===== src/rtl/sum_accumulator.sv =====
// sum_accumulator: adds COUNT consecutive WIDTH+1-bit adder samples into a full-precision
// block total on a registered valid/ready output. Define SUM_ACC_CLEAR_EN to add a synchronous clear.
module sum_accumulator #(
  parameter int WIDTH = 32,
  parameter int COUNT = 4,
  localparam int ACC_WIDTH = WIDTH + 1 + $clog2(COUNT),
  localparam int IDX_WIDTH = (COUNT > 1) ? $clog2(COUNT) : 1
) (
  input  logic                 clk,
  input  logic                 rst_n,
`ifdef SUM_ACC_CLEAR_EN
  input  logic                 clear,
`endif
  input  logic                 in_valid,
  output logic                 in_ready,
  input  logic [WIDTH:0]       in_sum,
  output logic                 out_valid,
  input  logic                 out_ready,
  output logic [ACC_WIDTH-1:0] out_acc,
  output logic [IDX_WIDTH-1:0] out_last_idx
);

  typedef enum logic [0:0] {
    ACCUM = 1'b0,
    HOLD  = 1'b1
  } state_t;

  localparam logic [IDX_WIDTH-1:0] LAST_IDX = IDX_WIDTH'(COUNT - 1);
  localparam logic [IDX_WIDTH-1:0] ONE_IDX  = IDX_WIDTH'(1);

  state_t                 state_r;
  logic [IDX_WIDTH-1:0]   cnt_r;
  logic [ACC_WIDTH-1:0]   acc_r;
  logic [ACC_WIDTH-1:0]   out_acc_r;
  logic                   out_valid_r;

  logic                   clear_s;
  logic                   in_ready_s;
  logic                   in_xfer_s;
  logic                   out_xfer_s;
  logic [ACC_WIDTH-1:0]   in_ext_s;
  logic [ACC_WIDTH-1:0]   acc_base_s;
  logic [ACC_WIDTH-1:0]   sum_s;

`ifdef SUM_ACC_CLEAR_EN
  assign clear_s = clear;
`else
  assign clear_s = 1'b0;
`endif

  // Ready handshake: the only combinational path is out_ready -> in_ready while holding a result.
  always_comb begin
    in_ready_s = 1'b0;
    if (clear_s) begin
      in_ready_s = 1'b0;
    end else begin
      case (state_r)
        ACCUM:   in_ready_s = 1'b1;
        HOLD:    in_ready_s = out_ready;
        default: in_ready_s = 1'b0;
      endcase
    end
  end

  // Datapath: a stale acc_r is masked when starting a new block (cnt_r == 0).
  always_comb begin
    in_ext_s   = ACC_WIDTH'(in_sum);
    acc_base_s = {ACC_WIDTH{1'b0}};
    if (cnt_r == {IDX_WIDTH{1'b0}}) begin
      acc_base_s = {ACC_WIDTH{1'b0}};
    end else begin
      acc_base_s = acc_r;
    end
    sum_s      = acc_base_s + in_ext_s;
    in_xfer_s  = in_valid && in_ready_s;
    out_xfer_s = out_valid_r && out_ready && !clear_s;
  end

  // Block FSM: accumulates samples, parks the completed total in HOLD until it is taken.
  always_ff @(posedge clk or negedge rst_n) begin
    if (!rst_n) begin
      state_r     <= ACCUM;
      cnt_r       <= {IDX_WIDTH{1'b0}};
      acc_r       <= {ACC_WIDTH{1'b0}};
      out_acc_r   <= {ACC_WIDTH{1'b0}};
      out_valid_r <= 1'b0;
    end else if (clear_s) begin
      state_r     <= ACCUM;
      cnt_r       <= {IDX_WIDTH{1'b0}};
      acc_r       <= {ACC_WIDTH{1'b0}};
      out_valid_r <= 1'b0;
    end else begin
      case (state_r)
        ACCUM: begin
          if (in_xfer_s) begin
            if (cnt_r == LAST_IDX) begin
              out_acc_r   <= sum_s;
              cnt_r       <= {IDX_WIDTH{1'b0}};
              state_r     <= HOLD;
              out_valid_r <= 1'b1;
            end else begin
              acc_r <= sum_s;
              cnt_r <= cnt_r + ONE_IDX;
            end
          end
        end
        HOLD: begin
          if (out_xfer_s) begin
            if (in_xfer_s) begin
              // The sample accepted alongside the handoff opens the next block.
              acc_r <= in_ext_s;
              if (COUNT == 1) begin
                out_acc_r <= in_ext_s;
              end else begin
                cnt_r       <= ONE_IDX;
                state_r     <= ACCUM;
                out_valid_r <= 1'b0;
              end
            end else begin
              state_r     <= ACCUM;
              out_valid_r <= 1'b0;
            end
          end
        end
        default: begin
          state_r     <= ACCUM;
          cnt_r       <= {IDX_WIDTH{1'b0}};
          out_valid_r <= 1'b0;
        end
      endcase
    end
  end

  assign in_ready     = in_ready_s;
  assign out_valid    = out_valid_r;
  assign out_acc      = out_acc_r;
  assign out_last_idx = cnt_r;

endmodule


===== config.mk =====
export PLATFORM = sky130hd
export DESIGN_NAME = sum_accumulator
export DESIGN_NICKNAME = d
export VERILOG_FILES = /design/src/rtl/sum_accumulator.sv
export SDC_FILE = /design/constraint.sdc
export NUM_CORES = 1
export LEC_CHECK = 0
export CORE_AREA = 2 2 136 72
export CTS_BUF_LIST = sky130_fd_sc_hd__clkbuf_4 sky130_fd_sc_hd__clkbuf_8 sky130_fd_sc_hd__clkbuf_16
export DETAILED_ROUTE_END_ITERATION = 8
export DIE_AREA = 0 0 138 74
export GPL_TIMING_DRIVEN = 1
export PLACE_DENSITY = 0.93
export SYNTH_ARGS = -nofsm -noshare
export SYNTH_HDL_FRONTEND = slang
export SYNTH_SLANG_ARGS = --single-unit

===== constraint.sdc =====
create_clock -name clk -period 4.95 [get_ports clk]
set_input_delay 0.99 -clock clk [delete_from_list [all_inputs] [get_ports clk]]
set_output_delay 0.99 -clock clk [all_outputs]
set_load 0.02 [all_outputs]

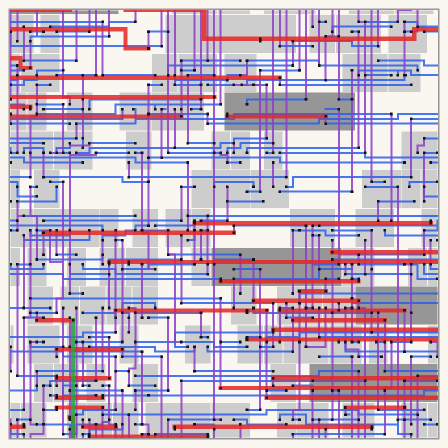
*A small window of the routed layout, run 1*
Window x 54 to 84, y 22 to 52 um. Cells in gray, sequential cells in the stronger gray; small squares are vias.
[M3] red
[M4] green
[M1] blue
[M2] purple
sequential cells in the window: 4
netlist names of flops here include: acc_r (4)
cells with their middle in the window: 86
most frequent: nand2_1 (17), a21oi_1 (11), o21ai_0 (7)

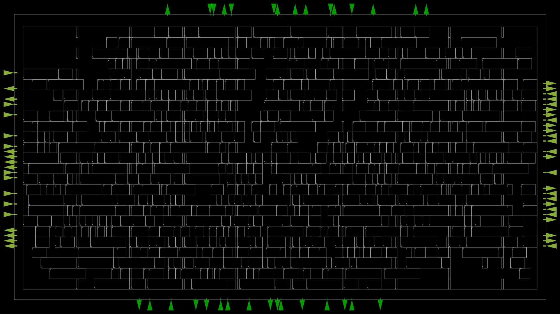
*Cell placement, run 1*
row cnt: 25
Final Util: 70.76%
tap cell count: 121
Final Non-Filler Cells: 814
Core Footprint: 9071 um2

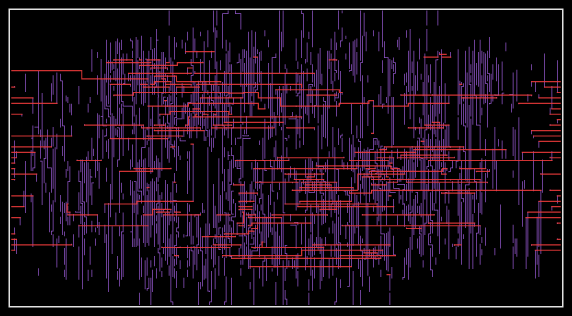
*Signal wires by layer, run 1*
(4 px per um) Two of the layers only.
[M3] red | wire length: 1740 um
[M2] purple | wire length: 6440 um

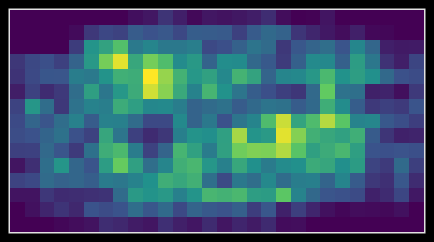
*Wiring heat map, run 1*
(3 px per um) The die is cut into 28 by 15 equal tiles; dark purple is low, yellow is high, scaled to the fullest tile. Values are wire area over tile area, all layers added.
mean over tiles: 0.26
fullest tile: 0.80
tiles over half the peak: 23%
nearly empty tiles: 10%
densest ninth of the die: middle
via count: 5170
wirelength, routed: 15460 um
total track usage: 30.87%

==> GITHUB_STEP_SUMMARY, run 1 <==
## PnR job results

| Metric | Value |
|---|---|
| FF-to-FF path depth | 13 |
| Peak supply drop | 0.4158 mV |
| DR vias/cell | 6.351 |
| Fmax | 239.5 MHz |
| Seq pwr share | 21.1% |
| CTS tree | yes |
| First-pass GRT wire length | 25130 um |
| Flip-flops with a built-in enable | 0 |
| Number of antenna violations at the first check in global routing | 0 |
| Commonest flop | dfrtp_1 |
| Clock slew at reported path FFs | 0.06 ns |
| Placed cell count | 799 |
| CP Data Arrival Time | 4.40 ns |
| Met3 Wirelength | 1743 um |
| Reg2reg end | acc_r[20] |
| Tool warnings | 27 |
| Period Utilization, post-route | 84.36% |
| Routing usage on met1 | 43.59% |
| Top cells excl fill/tap | nand2_1 (94), clkdlybuf4s50_1 (74), dfrtp_1 (73), o21ai_0 (66), a21oi_1 (55) |
| Crit path time final | 4.176 ns |
| Hold path depth | 2 |
| Slew @ Worst Pin | 0.9448 ns |
| Worst Path Required | 5.17 ns |
| Synthesized area | 5246 um2 |
| Asr flop ratio synth | 100.0% |
| Final clock skew | 0.006904 ns |
| DP Wirelength | 11300 um |
| Met3 Use GR | 9.208% |
| Net count after synthesis | 709 |
| Number of global-route vias before repair | 5041 |
| Commonest Layout Cell | nand2_1 |
| Initial Util | 57.83% |
| CP max-delay cell | ha_1 |
| Register share after synthesis | 35.30% |
| DRT Pass-1 Iters | 6 |
| Total power | 5.180 mW |
| CP Launch Point | out_last_idx[0] |
| Startpoint Class | register |
| Type of the worst setup path | reg -> reg |
| Switching power | 2.429 mW |
| P_int | 2.751 mW |
| Clock power frac | 15.6% |
| Critical path endpoint category | register |
| WL/cell | 18.99 um |
| Gate power share | 63.3% |
| Syn_area_per_cell | 8.249 um2 |
| CTS H-tree lvls | 3 |
| # Cells Yosys | 636 |
| Min-delay worst type | reg -> reg |
| Total negative slack | 0 ns |
| Hold_buf cts | 0 |
| WL met2 | 6438 um |
| Die extent in x | 138 um |
| Max-slew violation count | 0 |
| Final setup violation count | 0 |
| Crit path max fanout | 13 |
| Yosys Warn Count | 0 |
| CTS Buf Count | 9 |
| Grt met2 use | 46.48% |
| Port buffer count | 75 |
| P_leak | 2.809 nW |
| Min Hold Slack | 0.4709 ns |
| Final Hold Viols | 0 |
| # IOs | 76 |
| Cells along the critical path | inv_1 > ha_1 > buf_4 > nor2b_1 > ha_1 > a21oi_1 > a21boi_0 > nand4b_1 > a21oi_1 > o21ai_0 > a21oi_1 > mux2i_1 > nand3_1 |
| # Max-Cap Violations | 0 |
| Clk root buf | clkbuf_16 |
| ANT nets after route | 0 |
| Crit path to | acc_r[20] |
| Pwr Density | 807.1 nW/um2 |
| DRC errors left | 0 |
| Slew headroom | 37.01% |
| Clk buf depth | 2 |
| Synth cell types | 57 |
| Sw Ratio | 46.88% |
| Cts repair resizes | 0 |
| Fillers | 713 |
| GP Congestion | 0.9765 |
| Critical Path Max Stage Delay | 0.59 ns |
| Post-CTS Setup Bufs | 0 |
| DRT met1 WL | 6978 um |
| Buf/Inv on CP | 2 |
| Die Size | 10210 um2 |
| Synth flops | 74 |
| WHS Endpoint | acc_r[29] |
| Worst skew pair latency | 0.34 ns |
| Initial DRC Count | 626 |
| Diode count | 0 |
| Die Y | 74 um |
| Min-delay src | acc_r[29] |
| Most frequent CP cell | a21oi_1 |
| Reg2reg setup slack | 0.77 ns |
| Uppermost layer routed | met4 |
| Cell count after synthesis | 636 |
| Area growth syn-to-layout | 22.35% |
| Layout cell share with drive strength beyond 1 | 5.195% |
| Largest net degree at the start of global routing | 75 |
| Family with the most delay on the worst path | AND-OR/OR-AND gates |
| Post-layout nets | 762 |
| Path length in cells of the critical path | 13 |
| Reg-to-Reg Start | out_last_idx[0] |
| Yosys stat chip area | 5246 um2 |
| GR Overflow Total | 0 |
| Clock sink count | 74 |
| GR peak layer | met2 |
| Status | finished, final reports clean |
| RSZ-0062 raised after global routing | false |
## run 1: per-stage QoR
stage / cell area [um2] / worst slack (ns)
2_1_floorplan: 5246 / 1.579
3_3_place_gp: 6058 / 1.033
3_5_place_dp: 6058 / 0.9309
4_1_cts: 6419 / 0.9089
5_1_grt: 6419 / 0.6160
6_report: 6419 / 0.7742
## run 1: layout make-up
cell class              count  area, um2  area share [%]
clock buffers              10      232.7           3.626
clock inverters             5      127.6           1.988
inverters                  12      45.04          0.7018
multi-input cells         510       3208           49.98
flip-flops and latches     74       1853           28.87
well taps                 121      151.4           2.359
repair buffers             82      800.8           12.48
## run 1: sequential cells by signal, indices dropped and copies added (netlist names)
name,cells
out_last_idx,2
out_valid,1
acc_r,35
out_acc,35
state_r,1
## run 1: logic make-up (layout without fill, tap and decap cells)
| kind of cell | Yosys count | in the layout | synth area share, % |
|---|---|---|---|
| flip-flops | 74 | 74 | 35.30 |
| adder cells (fa/ha/maj) | 36 | 36 | 8.729 |
| buffers and inverters | 52 | 109 | 3.816 |
| multiplexers | 11 | 11 | 2.170 |
| XOR/XNOR | 31 | 31 | 5.175 |
| AND-OR/OR-AND | 196 | 196 | 22.75 |
| AND/OR/NAND/NOR | 236 | 236 | 22.06 |
## run 1: synth_stat cells (19+ instances only)
cell	instances	share of area (%)
o21ai_0	66	6.3
ha_1	35	8.3
nand3_1	26	2.5
a21oi_1	55	5.2
dfrtp_1	74	35
clkbuf_1	34	2.4
nor2b_1	37	4.4
nor2_1	24	1.7
nand2_1	95	6.8
xnor2_1	19	3.2
## run 1: power groups by stage
stage	clock, mW	sequential (mW)	combinational, mW
after floorplan	0	1.19	2.09
after global placement	0	1.07	3.05
after detailed placement	0	1.09	3.16
after CTS	0.817	1.09	3.19
after global routing	0.842	1.13	3.54
final	0.811	1.09	3.28
### Gate-type map, run 1

(4 px per um)
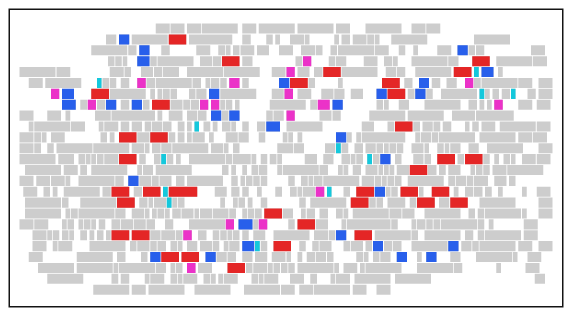

## Run 2: what changed since run 1
==> config.mk (replaced) <==
export PLATFORM = sky130hd
export DESIGN_NAME = sum_accumulator
export DESIGN_NICKNAME = d
export VERILOG_FILES = /design/src/rtl/sum_accumulator.sv
export SDC_FILE = /design/constraint.sdc
export NUM_CORES = 1
export LEC_CHECK = 0
export CORE_AREA = 2 2 140 74
export CTS_BUF_LIST = sky130_fd_sc_hd__clkbuf_4 sky130_fd_sc_hd__clkbuf_8 sky130_fd_sc_hd__clkbuf_16
export DETAILED_ROUTE_END_ITERATION = 8
export DIE_AREA = 0 0 142 76
export GPL_TIMING_DRIVEN = 1
export PLACE_DENSITY = 0.89
export SYNTH_ARGS = -nofsm -noshare
export SYNTH_HDL_FRONTEND = slang
export SYNTH_SLANG_ARGS = --single-unit
==> constraint.sdc (replaced) <==
create_clock -name clk -period 4.05 [get_ports clk]
set_input_delay 0.81 -clock clk [delete_from_list [all_inputs] [get_ports clk]]
set_output_delay 0.81 -clock clk [all_outputs]
set_load 0.02 [all_outputs]
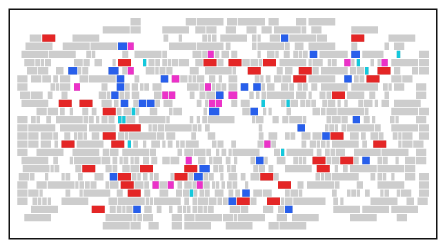
*Gate-type map, run 2*
(3 px per um)
[fa/ha/maj cells] red | cells: 36
[inv cells] cyan | cells: 12
[and/or cells] magenta | cells: 18
[non-inverting ao/oa cells] blue | cells: 31
Comb area share: 50.31%
Commonest Layout Cell: nand2_1
Final Non-Filler Cells: 820

==> run 2 against run 1 <==
Compared with the run above: non-clock buffer count is the same; wire length shrank 2.0%; critical path depth grew 2; clock power grew 0.6%; synthesized cell count is the same; synthesized area is the same; combinational power grew 22%; sequential power grew 23%; maximum frequency grew 16%; critical endpoint is now acc_r[21]; register-to-register slack lost 0.32 ns; clock skew grew 0.0010 ns; design area shrank 0.66%.
==> GITHUB_STEP_SUMMARY, run 2 <==
## PnR job results

| Metric | Value |
|---|---|
| Status | finished, final reports clean (unchanged) |
| Fmax | 278.3 MHz (was 239.5 MHz) |
| # Max-Cap Violations | 0 (unchanged) |
| Synth flops | 74 (unchanged) |
| Most frequent cells after synthesis | nand2_1 (95), dfrtp_1 (74), o21ai_0 (66), a21oi_1 (55), nor2b_1 (37) (unchanged) |
| Area growth syn-to-layout | 21.54% (was 22.35%) |
| Min-delay src | acc_r[6] (was acc_r[29]) |
| Clk buf depth | 2 (unchanged) |
| DP Wirelength | 10990 um (was 11300 um) |
| Flip-flops with a built-in enable | 0 (unchanged) |
| Post-CTS Setup Bufs | 0 (unchanged) |
| Synth area leaders | dfrtp_1 (35%), ha_1 (8.3%), nand2_1 (6.8%) (unchanged) |
| Number of antenna violations at the first check in global routing | 0 (unchanged) |
| CTS tree | yes (unchanged) |
| DRC errors left | 0 (unchanged) |
| Die Size | 10790 um2 (was 10210 um2) |
| Reg-to-Reg Start | out_last_idx[0] (unchanged) |
| Number of global-route vias before repair | 4844 (was 5041) |
| Clock slew at reported path FFs | 0.06 ns (about the same) |
| CTS H-tree lvls | 3 (unchanged) |
| Asr flop ratio synth | 100.0% (unchanged) |
| Wirelength, routed | 15150 um (was 15460 um) |
| Pwr Density | 964.2 nW/um2 (was 807.1 nW/um2) |
| # Cells Yosys | 636 (unchanged) |
| Critical path endpoint category | register (unchanged) |
| Min Hold Slack | 0.4712 ns (was 0.4709 ns) |
| Startpoint Class | register (unchanged) |
| FF-to-FF path depth | 15 (was 13) |
| Gate Area | 3208 um2 (unchanged) |
| Yosys stat chip area | 5246 um2 (unchanged) |
| Layout cell share with drive strength beyond 1 | 5.331% (was 5.195%) |
| Commonest flop | dfrtp_1 (unchanged) |
| Critical Path Max Stage Delay | 0.47 ns (was 0.59 ns) |
| WL met2 | 6240 um (was 6438 um) |
| Top area contributor share | 35.30% (unchanged) |
| Type of the worst setup path | reg -> reg (unchanged) |
| Register area | 1853 um2 (unchanged) |
| Cells along the critical path | inv_1 > ha_1 > buf_12 > nand2b_1 > inv_1 > ha_1 > nand3_1 > a2111oi_0 > buf_4 > o2111ai_1 > nand2_1 > a31oi_1 > o221ai_1 > mux2i_1 > nand3_1 (was inv_1 > ha_1 > buf_4 > nor2b_1 > ha_1 > a21oi_1 > a21boi_0 > nand4b_1 > a21oi_1 > o21ai_0 > a21oi_1 > mux2i_1 > nand3_1) |
| Cts repair resizes | 0 (unchanged) |
| P_leak | 2.780 nW (was 2.809 nW) |
| Synthesized area | 5246 um2 (unchanged) |
| Total negative slack | 0 ns (unchanged) |
| DRT met1 WL | 7324 um (was 6978 um) |
| Top cells excl fill/tap | nand2_1 (94), clkdlybuf4s50_1 (74), dfrtp_1 (73), o21ai_0 (66), a21oi_1 (55) (unchanged) |
| Cell count after synthesis | 636 (unchanged) |
| Tool warnings | 27 (unchanged) |
| Slew @ Worst Pin | 0.9552 ns (was 0.9448 ns) |
| # IOs | 76 (unchanged) |
| Hold path depth | 2 (unchanged) |
| Synth cell types | 57 (unchanged) |
| Slew headroom | 36.32% (was 37.01%) |
| Reg2reg setup slack | 0.46 ns (was 0.77 ns) |
| Period Utilization, post-route | 88.71% (was 84.36%) |
| First-pass GRT wire length | 24300 um (was 25130 um) |
| Fillers | 810 (was 713) |
| ANT nets after route | 0 (unchanged) |
| Post-layout nets | 762 (unchanged) |
| Initial Util | 53.94% (was 57.83%) |
| Row cnt | 26 (was 25) |
| Crit path time final | 3.593 ns (was 4.176 ns) |
| Crit path max fanout | 36 (was 13) |
| Register share after synthesis | 35.30% (unchanged) |
| Area leader, netlist | dfrtp_1 (unchanged) |
| Final clock skew | 0.007934 ns (was 0.006904 ns) |
| RSZ-0062 raised after global routing | false (unchanged) |
| Peak supply drop | 0.3869 mV (was 0.4158 mV) |
| Final Hold Viols | 0 (unchanged) |
| Met3 Wirelength | 1402 um (was 1743 um) |
| Clk root buf | clkbuf_16 (unchanged) |
| Max-slew violation count | 0 (unchanged) |
| WHS Endpoint | acc_r[6] (was acc_r[29]) |
| GP Congestion | 0.9701 (was 0.9765) |
| Die Y | 76 um (was 74 um) |
| CP max-delay cell | a2111oi_0 (was ha_1) |
| DRT Pass-1 Iters | 6 (unchanged) |
| Die extent in x | 142 um (was 138 um) |
| Yosys Warn Count | 0 (unchanged) |
| Largest net degree at the start of global routing | 75 (unchanged) |
| Worst skew pair latency | 0.34 ns (about the same) |
| Worst Path Required | 4.27 ns (was 5.17 ns) |
| CP Data Arrival Time | 3.81 ns (was 4.40 ns) |
| Clock sink count | 74 (unchanged) |
| Hold_buf cts | 0 (unchanged) |
| Synth top cell by count | nand2_1 (unchanged) |
| Placed cell count | 804 (was 799) |
| Final setup violation count | 0 (unchanged) |
| Net count after synthesis | 709 (unchanged) |
| Diode count | 0 (unchanged) |
| CP Launch Point | out_last_idx[0] (unchanged) |
| Crit path to | acc_r[21] (was acc_r[20]) |
| Initial DRC Count | 538 (was 626) |
| Syn_area_per_cell | 8.249 um2 (unchanged) |
| GR Overflow Total | 0 (unchanged) |
| Min-delay worst type | reg -> reg (unchanged) |
| WL/cell | 18.48 um (was 18.99 um) |
| DR vias/cell | 6.298 (was 6.351) |
| Uppermost layer routed | met4 (unchanged) |
| Core Footprint | 9727 um2 (was 9071 um2) |
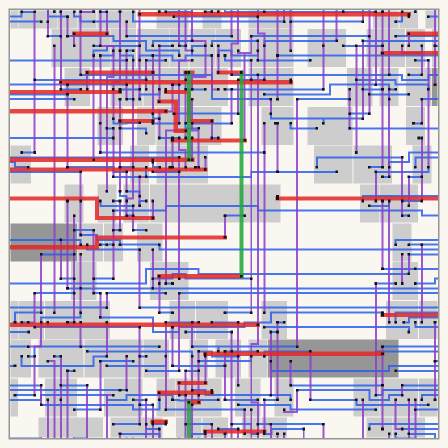
*A small window of the routed layout, run 2*
Window x 56 to 86, y 23 to 53 um. Cells in gray, sequential cells in the stronger gray; small squares are vias.
[M4] green
[M1] blue
[M2] purple
[M3] red
most frequent: nand2_1 (13), a21oi_1 (10)
sequential cells in the window: 2
cells with their middle in the window: 76
netlist names of flops here include: acc_r (1), out_acc (1)

## run 2: cell families after synthesis
kind of cell / after synthesis / synth area share [%]
AND/OR/NAND/NOR: 236 / 22.06
AND-OR/OR-AND: 196 / 22.75
multiplexers: 11 / 2.170
flip-flops: 74 / 35.30
adder cells (fa/ha/maj): 36 / 8.729
XOR/XNOR: 31 / 5.175
buffers and inverters: 52 / 3.816
## run 2: layout make-up
cell class | count | share of cell area (%)
Multi-Input combinational cell | 510 | 50.31
Sequential cell | 74 | 29.06
Timing Repair Buffer | 82 | 12.76
Clock buffer | 10 | 3.650
Tap cell | 126 | 2.473
Clock inverter | 6 | 1.040
Inverter | 12 | 0.7064
## run 2: worst max-delay path: cells and delay by family, from the launching register on
family,cells,cell delay [ns]
buf+inv,4,0.59
simple gates,4,0.56
compound gates,4,1.15
flops,1,0.41
fa+ha+maj,2,0.49
mux,1,0.24
## run 2: through the flow
| step | cell area [um2] | setup WS, ns | total power, mW |
|---|---|---|---|
| finish | 6376 | 0.4573 | 6.148 |
| global route | 6376 | 0.2212 | 6.555 |
| CTS | 6376 | 0.5179 | 6.068 |
| detailed placement | 6077 | 0.3468 | 5.219 |
| global placement | 6077 | 0.3782 | 5.048 |
| floorplan | 5246 | 0.6788 | 4.013 |
## run 2: routing by layer
| layer | vias to the layer above | global-route usage [%] |
|---|---|---|
| met2 | 290 | 41.84 |
| met3 | 28 | 5.783 |
| met4 | 0 | 5.500 |
| met1 | 2472 | 43.05 |
| met5 | - | 0 |
| li1 | 2374 | - |
## run 2: power by group
| part | switching, mW | internal, mW |
|---|---|---|
| sequential | 0.241 | 1.10 |
| clock | 0.331 | 0.485 |
| combinational | 2.39 | 1.60 |
| total | 2.96 | 3.19 |
Power and IR drop assume default switching activity.
